File: src/rtl/seg_scan_reader.sv
// -----------------------------------------------------------------------------
// seg_scan_reader
//
// Receive-side monitor for a multiplexed, active-low seven-segment bus.
// The segment, decimal-point and anode lines are registered. Each time the
// registered vector has been stable for SETTLE_CYCLES samples, the lit glyph
// is converted back to its 4-bit code and stored against the selected digit.
// A settled vector is captured only once, however long it is held.
//
// Parameters
//   SETTLE_CYCLES  consecutive identical samples before capture (1..255)
//   DIGIT_MASK     digit positions that must be captured to complete a frame
//
// Ports
//   clk          system clock, rising edge
//   rst          synchronous active-high reset
//   seg_n[6:0]   segments a..g on bits 0..6, active-low
//   dp_n         decimal point, active-low
//   an_n[7:0]    digit anodes, active-low, bit i selects digit i
//   digits[31:0] captured codes, digit i on bits 4i+3:4i
//   dp_out[7:0]  captured decimal point per digit, 1 = lit
//   digit_valid  digit i captured at least once since reset
//   bad_glyph    last capture of digit i was not a legal glyph
//   frame_done   one-cycle pulse once every DIGIT_MASK digit has been seen
//   frame_err    one-cycle pulse on a settled vector with >1 anode low
//
// Build option
//   SEG_SCAN_READER_SYNC_EN : when defined, the input stage is a two-flop
//   synchronizer per bit (one extra cycle of latency). Leave undefined only
//   when the display bus is generated in the clk domain.
// -----------------------------------------------------------------------------
module seg_scan_reader #(
   parameter int unsigned SETTLE_CYCLES = 4,
   parameter logic [7:0]  DIGIT_MASK    = 8'hFF
) (
   input  logic        clk,
   input  logic        rst,
   input  logic [6:0]  seg_n,
   input  logic        dp_n,
   input  logic [7:0]  an_n,
   output logic [31:0] digits,
   output logic [7:0]  dp_out,
   output logic [7:0]  digit_valid,
   output logic [7:0]  bad_glyph,
   output logic        frame_done,
   output logic        frame_err
);

   localparam logic [7:0]  SETTLE_VAL = 8'(SETTLE_CYCLES);
   localparam logic [15:0] IDLE_VEC   = 16'hFFFF;  // blank, nothing selected

   typedef enum logic {
      SETTLE = 1'b0,
      HOLD   = 1'b1
   } state_t;

   state_t      state;
   state_t      state_next;

   // Sampled vector layout: {an_n[7:0], dp_n, seg_n[6:0]}
   logic [15:0] pins;
   logic [15:0] samp;
   logic [15:0] last;

   logic        change;
   logic [7:0]  cnt;
   logic [7:0]  run;
   logic        capture;

   logic [6:0]  lit;
   logic [3:0]  code;
   logic        legal;

   logic [7:0]  sel;
   logic        one_hot;
   logic        multi;

   logic [7:0]  seen;
   logic [7:0]  seen_next;
   logic        frame_hit;

   logic [31:0] digits_next;
   logic [7:0]  dp_next;
   logic [7:0]  valid_next;
   logic [7:0]  bad_next;

   assign pins = {an_n, dp_n, seg_n};

   // --------------------------------------------------------------------------
   // Input stage
   // --------------------------------------------------------------------------
`ifdef SEG_SCAN_READER_SYNC_EN
   logic [15:0] sync1;

   always_ff @(posedge clk) begin
      if (rst) begin
         sync1 <= IDLE_VEC;
         samp  <= IDLE_VEC;
      end else begin
         sync1 <= pins;
         samp  <= sync1;
      end
   end
`else
   always_ff @(posedge clk) begin
      if (rst) begin
         samp <= IDLE_VEC;
      end else begin
         samp <= pins;
      end
   end
`endif

   // Previous sample, used only for change detection.
   always_ff @(posedge clk) begin
      if (rst) begin
         last <= IDLE_VEC;
      end else begin
         last <= samp;
      end
   end

   assign change = (samp != last);

   // --------------------------------------------------------------------------
   // Stability counter
   // run is the number of consecutive samples equal to the current one,
   // counting the current sample itself; a fresh value therefore starts at 1.
   // It saturates so a vector held forever cannot wrap back onto SETTLE_VAL.
   // --------------------------------------------------------------------------
   always_comb begin
      run = 8'd1;
      if (!change) begin
         run = (cnt == 8'hFF) ? 8'hFF : cnt + 8'd1;
      end
   end

   always_ff @(posedge clk) begin
      if (rst) begin
         cnt <= 8'd0;
      end else begin
         cnt <= run;
      end
   end

   // --------------------------------------------------------------------------
   // FSM: SETTLE waits for a stable run, HOLD blocks repeat captures until the
   // vector changes. A change while in HOLD also qualifies, which only matters
   // when SETTLE_CYCLES is 1 and the very first sample must be captured.
   // --------------------------------------------------------------------------
   assign capture = (run == SETTLE_VAL) && ((state == SETTLE) || change);

   always_comb begin
      state_next = state;
      if (capture) begin
         state_next = HOLD;
      end else if (change) begin
         state_next = SETTLE;
      end
   end

   always_ff @(posedge clk) begin
      if (rst) begin
         state <= SETTLE;
      end else begin
         state <= state_next;
      end
   end

   // --------------------------------------------------------------------------
   // Glyph decode (lit bits: g f e d c b a)
   // --------------------------------------------------------------------------
   assign lit = ~samp[6:0];

   always_comb begin
      code  = 4'h0;
      legal = 1'b1;
      case (lit)
         7'h3F:   code = 4'h0;
         7'h06:   code = 4'h1;
         7'h5B:   code = 4'h2;
         7'h4F:   code = 4'h3;
         7'h66:   code = 4'h4;
         7'h6D:   code = 4'h5;
         7'h7C:   code = 4'h6;
         7'h07:   code = 4'h7;
         7'h7F:   code = 4'h8;
         7'h67:   code = 4'h9;
         7'h58:   code = 4'hA;
         7'h4C:   code = 4'hB;
         7'h62:   code = 4'hC;
         7'h69:   code = 4'hD;
         7'h78:   code = 4'hE;
         7'h00:   code = 4'hF;
         default: begin
            code  = 4'h0;
            legal = 1'b0;
         end
      endcase
   end

   // --------------------------------------------------------------------------
   // Anode classification
   // --------------------------------------------------------------------------
   assign sel     = ~samp[15:8];
   assign one_hot = (sel != 8'h00) && ((sel & (sel - 8'h01)) == 8'h00);
   assign multi   = (sel != 8'h00) && !one_hot;

   // --------------------------------------------------------------------------
   // Capture datapath
   // --------------------------------------------------------------------------
   always_comb begin
      digits_next = digits;
      dp_next     = dp_out;
      valid_next  = digit_valid;
      bad_next    = bad_glyph;
      if (capture && one_hot) begin
         for (int i = 0; i < 8; i++) begin
            if (sel[i]) begin
               digits_next[4*i +: 4] = legal ? code : 4'h0;
               dp_next[i]            = ~samp[7];
               valid_next[i]         = 1'b1;
               bad_next[i]           = ~legal;
            end
         end
      end
   end

   // Frame completion is judged on the registered seen set: the pulse comes
   // one edge after the completing capture, and seen restarts empty apart
   // from any capture landing on that same edge.
   assign frame_hit = ((seen & DIGIT_MASK) == DIGIT_MASK);

   always_comb begin
      seen_next = frame_hit ? 8'h00 : seen;
      if (capture && one_hot) begin
         seen_next = seen_next | sel;
      end
   end

   always_ff @(posedge clk) begin
      if (rst) begin
         digits      <= 32'h0;
         dp_out      <= 8'h00;
         digit_valid <= 8'h00;
         bad_glyph   <= 8'h00;
         seen        <= 8'h00;
         frame_done  <= 1'b0;
         frame_err   <= 1'b0;
      end else begin
         digits      <= digits_next;
         dp_out      <= dp_next;
         digit_valid <= valid_next;
         bad_glyph   <= bad_next;
         seen        <= seen_next;
         frame_done  <= frame_hit;
         frame_err   <= capture && multi;
      end
   end

endmodule
File: config.mk
export PLATFORM = sky130hd
export DESIGN_NAME = seg_scan_reader
export DESIGN_NICKNAME = d
export VERILOG_FILES = /design/src/rtl/seg_scan_reader.sv
export SDC_FILE = /design/constraint.sdc
export NUM_CORES = 1
export LEC_CHECK = 0
export CORE_MARGIN = 2
export CORE_UTILIZATION = 52
export DETAILED_ROUTE_END_ITERATION = 7
export PLACE_DENSITY_LB_ADDON = 0.2
export SETUP_SLACK_MARGIN = 0.5
export SLEW_MARGIN = 20
export SYNTH_ARGS = -nofsm -noshare
export SYNTH_HDL_FRONTEND = slang
export SYNTH_SLANG_ARGS = --single-unit
File: constraint.sdc
create_clock -name clk -period 2.64 [get_ports clk]
set_input_delay 0.264 -clock clk [delete_from_list [all_inputs] [get_ports clk]]
set_output_delay 0.264 -clock clk [all_outputs]
set_load 0.02 [all_outputs]
Fig. 1: run 1, gate families picked out
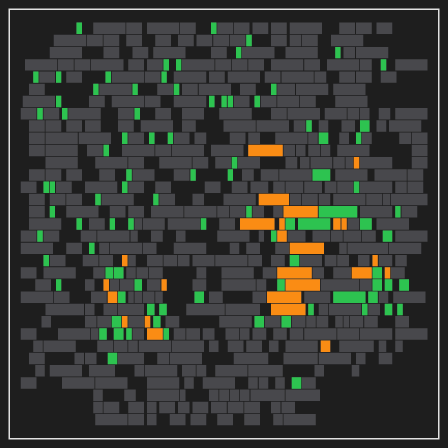
- green: NAND gates (cells 89; most used nand2_1)
- orange: NOR gates (cells 25; most used nor2_1)

Fig. 2: run 1, sequential cells coloured by netlist name
Bar = 20 um.
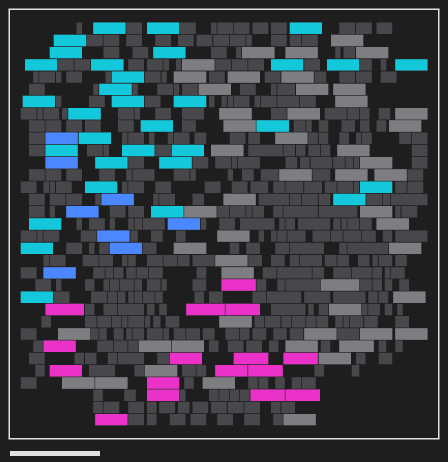
- magenta: `samp` (placed flops 16)
- cyan: `digits` (placed flops 32)
- blue: `bad_glyph` (placed flops 8; where middle left)
- not coloured: 51

==> GITHUB_STEP_SUMMARY, run 1 <==
## Synthesis and layout report

| Metric | Value |
|---|---|
| Core Rows | `33` |
| Least-Margin Pin Slew | `a little over 0.8 ns` |
| Setup Buffers After CTS | `8` |
| Ant diodes | `0` |
| Chip area | `around 0.0091 sq mm` |
| Count of library flops with an enable pin | `0` |
| Hold Path End | `samp[3]$_SDFF_PP1_` |
| GRT overflow | `0` |
| Met3 Usage GRT | `0.0585` |
| Data arrival time of the critical path | `2.36 ns` |
| Adder Area Share | `0.00753` |
| Post-Place Cells | `just under 600` |
| R2R Setup Slk | `approximately 0.54 ns` |
| WL met3 | `371 um` |
| Via-to-Cell Ratio | `between 5 and 6` |
| Slew headroom | `0.461` |
| Pwr Total | `2.83 mW` |
| Period utilization | `0.797` |
| Final Util | `0.703` |
| Worst EP required | `2.90 ns` |
| Stages on the worst setup path | `8` |
| Ys flops | `107` |
| Wire per inst | `16.0 um` |
| Layout Nets | `about 540` |
| Hold path cells | `2` |
| Most Crowded Layer GR | `met2` |
| Final wirelength | `around 10000 um` |
| Met2 Wirelength | `5060 um` |
| Fp_density | `0.531` |
| Most frequent logic cell in the layout | `dfxtp_1` |
| CP dominant cell by count | `nand4_1` |
| Final Hold Vio Count | `0` |
| Yosys aoi share | `0.0802` |
| CP Buf/Inv Count | `2` |
| P&R area growth vs syn | `32.2%` |
| Area leader share | `0.496` |
| CP startpoint | `samp[8]$_SDFF_PP1_` |
| YS warnings | `0` |
| P per Cell Area | `494 mW/mm^2` |
| Ys flop type | `dfxtp_1` |
| OpenROAD warnings | `27` |
| H-tree depth reported by CTS | `3` |
| Final Setup Violations | `0` |
| Dpl ws | `0.277 ns` |
| Fmax | `around 480 MHz` |
| Post-DP Area | `0.00524 sq mm` |
| Pin count of the biggest net entering global routing | `61` |
| R2R Path End | `digits[23]$_SDFFE_PP0P_` |
| Setup crit end | `digits[23]$_SDFFE_PP0P_` |
| Number of max-cap violations | `0` |
| Max stage delay cell, worst path | `dfxtp_2` |
| MUX area fraction | `0.116` |
| Register area share after synthesis | `0.496` |
| Cell area leaders | `dfxtp_1 50%, mux2i_1 12%, nand2_1 5.0%, or2_2 4.6%, nor4_4 3.9%` |
| Average instance area after synthesis | `10.3 sq um` |
| Main logic family | `simple AND/OR/NAND/NOR gates` |
| Vias in the first global route | `3235` |
| Simple-gate share of the synthesized area | `0.228` |
| Min Hold Slack | `0.432 ns` |
| Layout Skew | `0.0238 ns` |
| Period minus WS final | `2.10 ns` |
| Fillers | `roughly 580` |
| PnR worst setup slack | `0.537 ns` |
| Chip Height | `around 95 um` |
| Pre-Repair DR Iteration Count | `5` |
| Net count after synthesis | `437` |
| Die width | `95.2 um` |
| Reg2reg path depth | `8` |
| Reg-to-Reg Start | `samp[8]$_SDFF_PP1_` |
| Top Registers | `digits x32, last x16, samp x16` |
| Lkg Pwr | `2.04 nW` |
| Largest register FFs | `32` |
| Synth area leader | `dfxtp_1` |
| Layout Cells excl Fill | `627` |
| XOR-XNOR Cells, Area Fraction | `0.0463` |
| Area reported by Yosys stat | `0.00432 sq mm` |
| Total Routing Usage GR | `0.218` |
| Distinct lib cells used | `~55` |
| Crit Path Max Fanout | `8` |
| CP top delay family | `simple AND/OR/NAND/NOR gates` |
| Root Buffer | `clkbuf_8` |
| Initial antenna violation count | `0` |
| Drt drc | `0` |
| Max clock buf depth | `2` |
| Cells after Synth | `around 420` |
| CTS Buf Count | `9` |
| Most frequent cells in the layout | `96 x dfxtp_1, 75 x clkdlybuf4s50_1, 57 x nand2_1` |
| DRT iter0 DRCs | `139` |
| Critical-path cell list | `xnor2_1 > nand4_1 > nor4_4 > buf_6 > buf_4 > nand4_1 > or3_1 > mux2i_1` |
| Layout cells sized above 1 | `0.224` |
| GPL Wtd Cong | `0.917` |
| Critical path launch point type | `flop` |
| Top sig layer | `met4` |
| Wire length of the first global-routing pass | `15200 um` |
| M1 WL | `about 4400 um` |
| Outcome | `finished clean` |
| Worst Setup End Kind | `flop` |
| CTS sink cnt | `between 100 and 150` |
| FFs w/ async S/R, synth | `0` |
| Skew-Pair Late Insertion Delay | `0.38 ns` |
| Input/output buffers | `roughly 75` |
| DP HPWL | `6680 um` |
| RSZ-0062 raised after global routing | `false` |
| CTS tree | `done` |
| # IOs | `76` |
| Cts hold-fix bufs | `0` |
| Vias | `3368` |
| Slowest stage delay, CP | `between 0.4 and 0.5 ns` |
| Hold crit path type | `primary input to flop` |
| Yosys stat cell total | `~420` |
| Synth top cell by count | `dfxtp_1` |
| Antenna Violating Nets Remaining | `0` |
| Final TNS setup | `0 ns` |
| CP Class | `flop to flop` |
| Largest reg by FF count | `digits` |
| Met1 Use GR | `0.263` |
| Final Max Tran Viols | `0` |
| PostCTS Resize Cnt | `18` |
| Min-delay src | `seg_n[3]` |
| Max VDD drop | `0.000261 V` |
| Worst-path clk slew | `0.12 ns` |
| Post-Syn Area | `0.00432 sq mm` |
| Top cells by count | `107 x dfxtp_1, 57 x nand2_1, 50 x mux2i_1` |
| Met2 Use GR | `0.379` |
Fig. 3: run 1, cell classes on the final placement
Bar = 20 um.
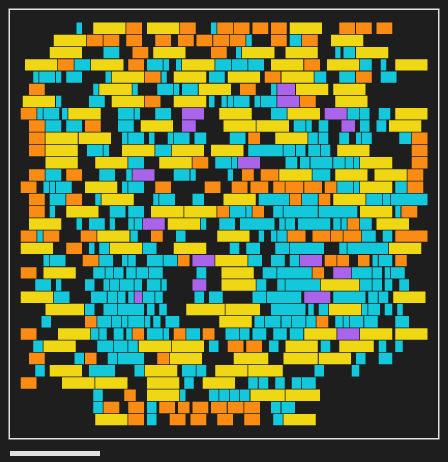
- cyan: all other logic (cells 290)
- yellow: flip-flops (cells 107)
- purple: clock drivers and dummy loads (cells 16)
- orange: other buffers and delay cells (cells 109)
Final Instance Area: 0.00571 sq mm
core box area: 0.00813 sq mm
flop share of the area: 0.379

-- run 1: where the power goes --
part           internal [mW]  switching (mW)
Clock                  0.368           0.592
Combinational         0.0971           0.105
Sequential              1.64          0.0262
Total                   2.10           0.723
-- run 1: area by class of cell --
| type | instances | area [sq um] | share of cell area |
|---|---|---|---|
| inverters | 4 | 15.0 | 0.00263 |
| flip-flops and latches | 107 | 2160 | 0.379 |
| clock buffers | 9 | 124 | 0.0217 |
| well taps | 105 | 131 | 0.0230 |
| multi-input cells | 286 | 2170 | 0.379 |
| repair buffers | 109 | 1040 | 0.183 |
| clock inverters | 7 | 70.1 | 0.0123 |
Fig. 4: run 1, congestion heat map
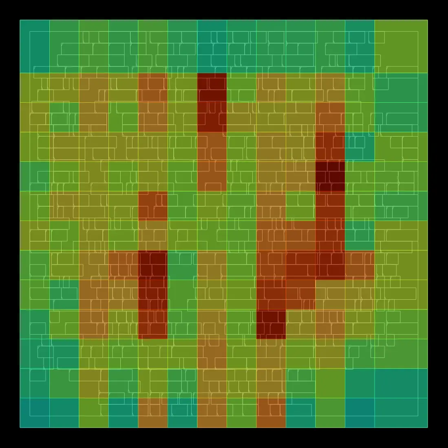

==> run 2, diff against run 1 <==
Clock period 2.64 ns to 2.1 ns, I/O delays scaled along.
Fig. 5: run 2, congestion heat map
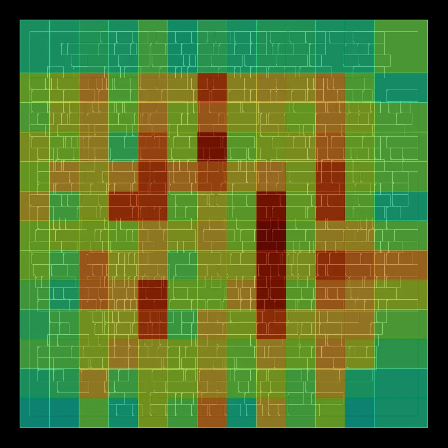
met1 Use GR: 0.281
wire per inst: 15.6 um
met3 Usage GRT: 0.0577
met2 Use GR: 0.390
Final Util: 0.732

Fig. 6: run 2, cell classes on the final placement
Bar = 20 um.
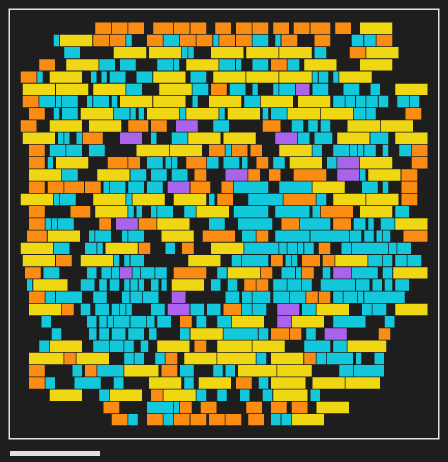
- purple: clock drivers and dummy loads (cells 16)
- orange: other buffers and delay cells (cells 119)
- cyan: all other logic (cells 289)
- yellow: flip-flops (cells 107)
Final Instance Area: 0.00595 sq mm
flop share of the area: 0.364
Core Rows: 33

==> run 2 against run 1 <==
The run now ends with negative setup slack left. Critical path depth rose by 1. Final area rose by 4.2%. Count of clock-buffer cells in the layout rose by 2. Combinational power rose by 48%. Die area did not move. Synthesized area did not move.
==> GITHUB_STEP_SUMMARY, run 2 <==
## Synthesis and layout report

| Metric | Value |
|---|---|
| Number of max-cap violations | `0 (unchanged)` |
| # IOs | `76 (unchanged)` |
| M1 WL | `4360 um (-1.1%)` |
| Pre-Repair DR Iteration Count | `4 (-1)` |
| CTS tree | `done` |
| Cell area leaders | `dfxtp_1 50%, mux2i_1 12%, nand2_1 5.0%, or2_2 4.6%, nor4_4 3.9%` |
| GPL Wtd Cong | `0.782 (-15%)` |
| Via-to-Cell Ratio | `5.27 (-1.9%)` |
| H-tree depth reported by CTS | `3 (unchanged)` |
| Chip area | `0.00906 sq mm (unchanged)` |
| Failing checks | `negative setup slack` |
| Ys flops | `107 (unchanged)` |
| Flop pwr share | `0.581 (-0.008)` |
| Hold crit path type | `primary input to flop` |
| Chip Height | `95.2 um (unchanged)` |
| RSZ-0062 raised after global routing | `true` |
| Switch share | `0.242 (-0.0142)` |
| Lkg Pwr | `2.25 nW (+10%)` |
| Crit Path Max Fanout | `8 (unchanged)` |
| CP Class | `flop to flop` |
| Outcome | `complete, but fails checks` |
| MUX area fraction | `0.116 (unchanged)` |
| Fmax | `476 MHz (+0.12%)` |
| Final Hold Vio Count | `0 (unchanged)` |
| CP Buf/Inv Count | `2 (unchanged)` |
| Count of library flops with an enable pin | `0 (unchanged)` |
| DRT iter0 DRCs | `103 (-26%)` |
| Root Buffer | `clkbuf_8` |
| P per Cell Area | `603 mW/mm^2 (+22%)` |
| P_int | `2.72 mW (+29%)` |
| Adder Area Share | `0.00753 (unchanged)` |
| Least-Margin Pin Slew | `0.801 ns (-0.00653 ns)` |
| Switching Power | `0.868 mW (+20%)` |
| Hold Path End | `samp[3]$_SDFF_PP1_` |
| Ant diodes | `0 (unchanged)` |
| Critical path launch point type | `flop` |
| Worst EP required | `2.39 ns (-0.51 ns)` |
| Layout Nets | `545 (+1.7%)` |
| Clk pwr share | `0.336 (-0.004)` |
| XOR-XNOR Cells, Area Fraction | `0.0463 (unchanged)` |
| Setup crit end | `dp_out[1]$_SDFFE_PP0P_` |
| Simple-gate share of the synthesized area | `0.228 (unchanged)` |
| Initial antenna violation count | `0 (unchanged)` |
| Register area share after synthesis | `0.496 (unchanged)` |
| YS warnings | `0 (unchanged)` |
| Distinct lib cells used | `55 (unchanged)` |
| Pin count of the biggest net entering global routing | `67 (+9.8%)` |
| Yosys aoi share | `0.0802 (unchanged)` |
| Comb group | `0.298 mW (+48%)` |
| FFs w/ async S/R, synth | `0 (unchanged)` |
| Vias in the first global route | `3344 (+3.4%)` |
| Stages on the worst setup path | `9 (+1)` |
| Critical-path cell list | `ha_4 > nor3b_4 > nand3b_1 > o21ai_4 > nand2_4 > buf_12 > nor4_4 > buf_12 > mux2i_1` |
| Most frequent cells in the layout | `95 x dfxtp_1, 65 x clkdlybuf4s50_1, 56 x nand2_1` |
| Dpl ws | `-0.0661 ns (-0.343 ns)` |
| Combinational share of power | `0.083 (+0.011)` |
| CP dominant cell by count | `buf_12` |
| Final Setup Violations | `1 (+1)` |
| Antenna Violating Nets Remaining | `0 (unchanged)` |
| R2R Setup Slk | `-0.0004 ns (-0.54 ns)` |
| Area leader share | `0.496 (unchanged)` |
| Data arrival time of the critical path | `2.39 ns (+0.03 ns)` |
| Wire length of the first global-routing pass | `16000 um (+5.2%)` |
| Pwr Total | `3.59 mW (+27%)` |
| Worst Setup End Kind | `flop` |
| Worst-path clk slew | `0.10 ns (-0.02 ns)` |
| Vias | `3353 (-0.45%)` |
| Most Crowded Layer GR | `met2` |
| Cells after Synth | `418 (unchanged)` |
| Max VDD drop | `0.000321 V (+23%)` |
| Reg2reg path depth | `9 (+1)` |
| Final wirelength | `9920 um (-1.2%)` |
| Largest reg by FF count | `digits` |
| Setup Buffers After CTS | `3 (-5)` |
| WL met3 | `377 um (+1.6%)` |
| PostCTS Resize Cnt | `19 (+1)` |
| Period minus WS final | `2.10 ns (-0.00244 ns)` |
| Die width | `95.2 um (unchanged)` |
| CTS Buf Count | `9 (unchanged)` |
| Synth top cell by count | `dfxtp_1` |
| Layout Skew | `0.0124 ns (-0.0114 ns)` |
| Top power group | `registers` |
| DP HPWL | `6640 um (-0.56%)` |
| CTS sink cnt | `107 (unchanged)` |
| Largest register FFs | `32 (unchanged)` |
| Yosys stat cell total | `418 (unchanged)` |
| CP startpoint | `cnt[0]$_SDFF_PP0_` |
| Period utilization | `1.00 (+0.204)` |
| Flop+latch power | `2.08 mW (+25%)` |
| Max clock buf depth | `2 (unchanged)` |
| Area reported by Yosys stat | `0.00432 sq mm (unchanged)` |
| Synth area leader | `dfxtp_1` |
| Slew headroom | `0.465 (+0.00436)` |
| Core box area | `0.00813 sq mm (unchanged)` |
| P&R area growth vs syn | `37.8%` |
| CP top delay family | `simple AND/OR/NAND/NOR gates` |
| PnR worst setup slack | `-0.000358 ns (-0.538 ns)` |
| Ys flop type | `dfxtp_1` |
| Top sig layer | `met4` |
| GRT overflow | `0 (unchanged)` |
| Layout cells sized above 1 | `0.262 (+0.0376)` |
| Max stage delay cell, worst path | `dfxtp_4` |
| Clk. pwr | `1.21 mW (+26%)` |
| Final TNS setup | `-0.000358 ns (-0.000358 ns)` |
| Main logic family | `simple AND/OR/NAND/NOR gates` |
| Top cells by count | `107 x dfxtp_1, 57 x nand2_1, 50 x mux2i_1` |
| Net count after synthesis | `437 (unchanged)` |
| Input/output buffers | `75 (unchanged)` |
Fig. 7: run 2, sequential cells coloured by netlist name
Bar = 20 um.
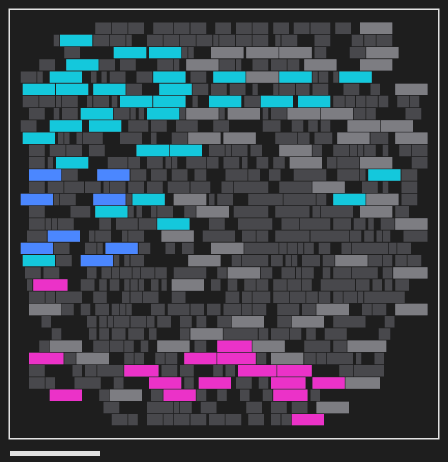
- magenta: `samp` (placed flops 16)
- cyan: `digits` (placed flops 32)
- blue: `bad_glyph` (placed flops 8; where middle left)
- not coloured: 51

run 2: metrics by stage:
step | std cells | instance area, sq um
2_1_floorplan | 418 | 4390
3_3_place_gp | 612 | 5470
3_5_place_dp | 612 | 5470
4_1_cts | 631 | 5790
5_1_grt | 636 | 5950
6_report | 636 | 5950
run 2: area by class of cell:
| type | count | area, sq um | area share |
|---|---|---|---|
| multi-input cells | 285 | 2240 | 0.377 |
| clock inverters | 5 | 45.0 | 0.00756 |
| repair buffers | 119 | 1200 | 0.202 |
| well taps | 105 | 131 | 0.0221 |
| flip-flops and latches | 107 | 2160 | 0.364 |
| clock buffers | 11 | 151 | 0.0254 |
| inverters | 4 | 15.0 | 0.00252 |
==> run 3, diff against run 2 <==
Settings changed: GPL_TIMING_DRIVEN from default to 1.
Fig. 8: run 3, sequential cells coloured by netlist name
Bar = 20 um.
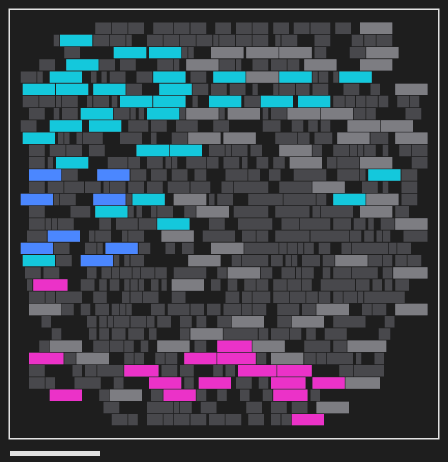
- magenta: `samp` (placed flops 16)
- blue: `bad_glyph` (placed flops 8; where middle left)
- cyan: `digits` (placed flops 32)
- not coloured: 51
Flop+latch power: 2.08 mW
Reg area: 0.00216 sq mm

Fig. 9: run 3, gate families picked out
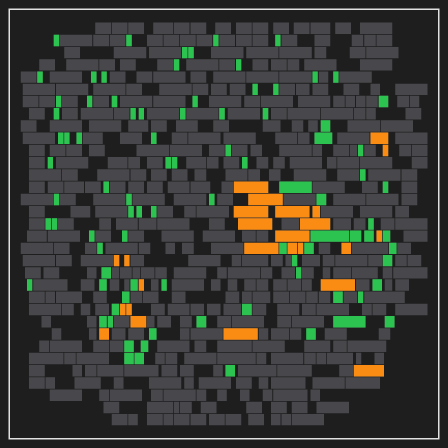
- orange: NOR gates (cells 25; most used nor4_4)
- green: NAND gates (cells 88; most used nand2_1)

==> run 3 against run 2 <==
The flow still finishes with violations (negative setup slack). Highest routed layer unchanged. Utilization stayed put. Via count stayed put. Setup slack stayed put. Synthesized area stayed put. Cell count stayed put. Clock skew stayed put. Combinational power hardly changed. Sequential power hardly changed.
==> GITHUB_STEP_SUMMARY, run 3 <==
## Synthesis and layout report

| Metric | Value |
|---|---|
| Fmax | `476 MHz (unchanged)` |
| Failing checks | `negative setup slack` |
| Worst EP required | `2.39 ns (about the same)` |
| CP startpoint | `cnt[0]$_SDFF_PP0_` |
| Max VDD drop | `0.000321 V (unchanged)` |
| Setup crit end | `dp_out[1]$_SDFFE_PP0P_` |
| Root Buffer | `clkbuf_8` |
| Signal buf overhead | `0.202 (unchanged)` |
| DP HPWL | `6640 um (unchanged)` |
| Lkg Pwr | `2.25 nW (unchanged)` |
| Via-to-Cell Ratio | `5.27 (unchanged)` |
| Period minus WS final | `2.10 ns (unchanged)` |
| Critical path launch point type | `flop` |
| Core box area | `0.00813 sq mm (unchanged)` |
| Final TNS setup | `-0.000358 ns (unchanged)` |
| Distinct lib cells used | `55 (unchanged)` |
| FFs w/ async S/R, synth | `0 (unchanged)` |
| Signal buffers | `119 (unchanged)` |
| Input/output buffers | `75 (unchanged)` |
| Largest register FFs | `32 (unchanged)` |
| Ys flop type | `dfxtp_1` |
| Final Util | `0.732 (unchanged)` |
| Net count after synthesis | `437 (unchanged)` |
| Final Setup Violations | `1 (unchanged)` |
| FFs & Latches | `107 (unchanged)` |
| Stages on the worst setup path | `9 (unchanged)` |
| Layout Nets | `545 (unchanged)` |
| CTS tree | `done` |
| PnR worst setup slack | `-0.000358 ns (unchanged)` |
| Top cells by count | `107 x dfxtp_1, 57 x nand2_1, 50 x mux2i_1` |
| GPL Wtd Cong | `0.782 (unchanged)` |
| Top power group | `registers` |
| Chip Height | `95.2 um (unchanged)` |
| Max stage delay cell, worst path | `dfxtp_4` |
| Area reported by Yosys stat | `0.00432 sq mm (unchanged)` |
| Flop pwr share | `0.581 (about the same)` |
| Final Hold Vio Count | `0 (unchanged)` |
| Post-DP Area | `0.00547 sq mm (unchanged)` |
| Critical-path cell list | `ha_4 > nor3b_4 > nand3b_1 > o21ai_4 > nand2_4 > buf_12 > nor4_4 > buf_12 > mux2i_1` |
| Cell area leaders | `dfxtp_1 50%, mux2i_1 12%, nand2_1 5.0%, or2_2 4.6%, nor4_4 3.9%` |
| Count of library flops with an enable pin | `0 (unchanged)` |
| Clk. pwr | `1.21 mW (about the same)` |
| Worst-path clk slew | `0.10 ns (about the same)` |
| Number of max-cap violations | `0 (unchanged)` |
| CP dominant cell by count | `buf_12` |
| Outcome | `complete, but fails checks` |
| Ys flops | `107 (unchanged)` |
| Most frequent cells in the layout | `95 x dfxtp_1, 65 x clkdlybuf4s50_1, 56 x nand2_1` |
| Final Instance Area | `0.00595 sq mm (unchanged)` |
| Hold crit path type | `primary input to flop` |
| Final wirelength | `9920 um (unchanged)` |
| Layout Skew | `0.0124 ns (unchanged)` |
| Die width | `95.2 um (unchanged)` |
| Vias in the first global route | `3344 (unchanged)` |
| H-tree depth reported by CTS | `3 (unchanged)` |
| Dpl ws | `-0.0661 ns (unchanged)` |
| Register area share after synthesis | `0.496 (unchanged)` |
| Setup Buffers After CTS | `3 (unchanged)` |
| Core Rows | `33 (unchanged)` |
| CP Class | `flop to flop` |
| Pin count of the biggest net entering global routing | `67 (unchanged)` |
| Cells after Synth | `418 (unchanged)` |
| Wire per inst | `15.6 um (unchanged)` |
| DRT iter0 DRCs | `103 (unchanged)` |
| Comb area | `0.00224 sq mm (unchanged)` |
Fig. 10: run 3, cell classes on the final placement
Bar = 20 um.
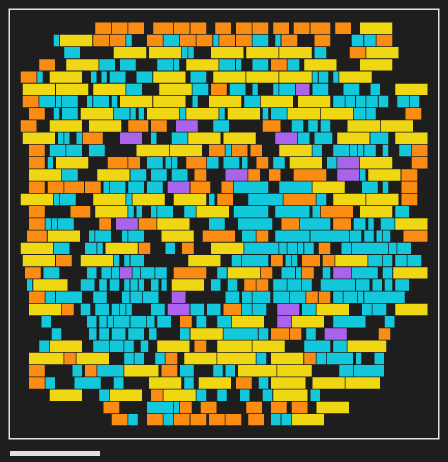
- purple: clock drivers and dummy loads (cells 16)
- orange: other buffers and delay cells (cells 119)
- cyan: all other logic (cells 289)
- yellow: flip-flops (cells 107)

[run 3: cell counts after synthesis]
Identical to the previous run, type by type.
[run 3: per-layer routing]
metal | track usage | share of wire | vias to the layer above
met5 | 0 | 0 | -
met4 | 0.0640 | 0.017 | 0
met3 | 0.0577 | 0.038 | 18
met2 | 0.390 | 0.51 | 71
met1 | 0.281 | 0.44 | 1603
li1 | - | - | 1661
[run 3: logic make-up after synthesis]
logic type	count (synthesis)	synth area share
xor gates and xnor gates	22	0.0463
muxes	50	0.116
and+or+nand+nor	161	0.228
adders and majority gates	3	0.00753
buffers and inverters	26	0.0263
AOI/OAI and AO/OA	49	0.0802
DFF	107	0.496
Power and IR drop assume default switching activity.
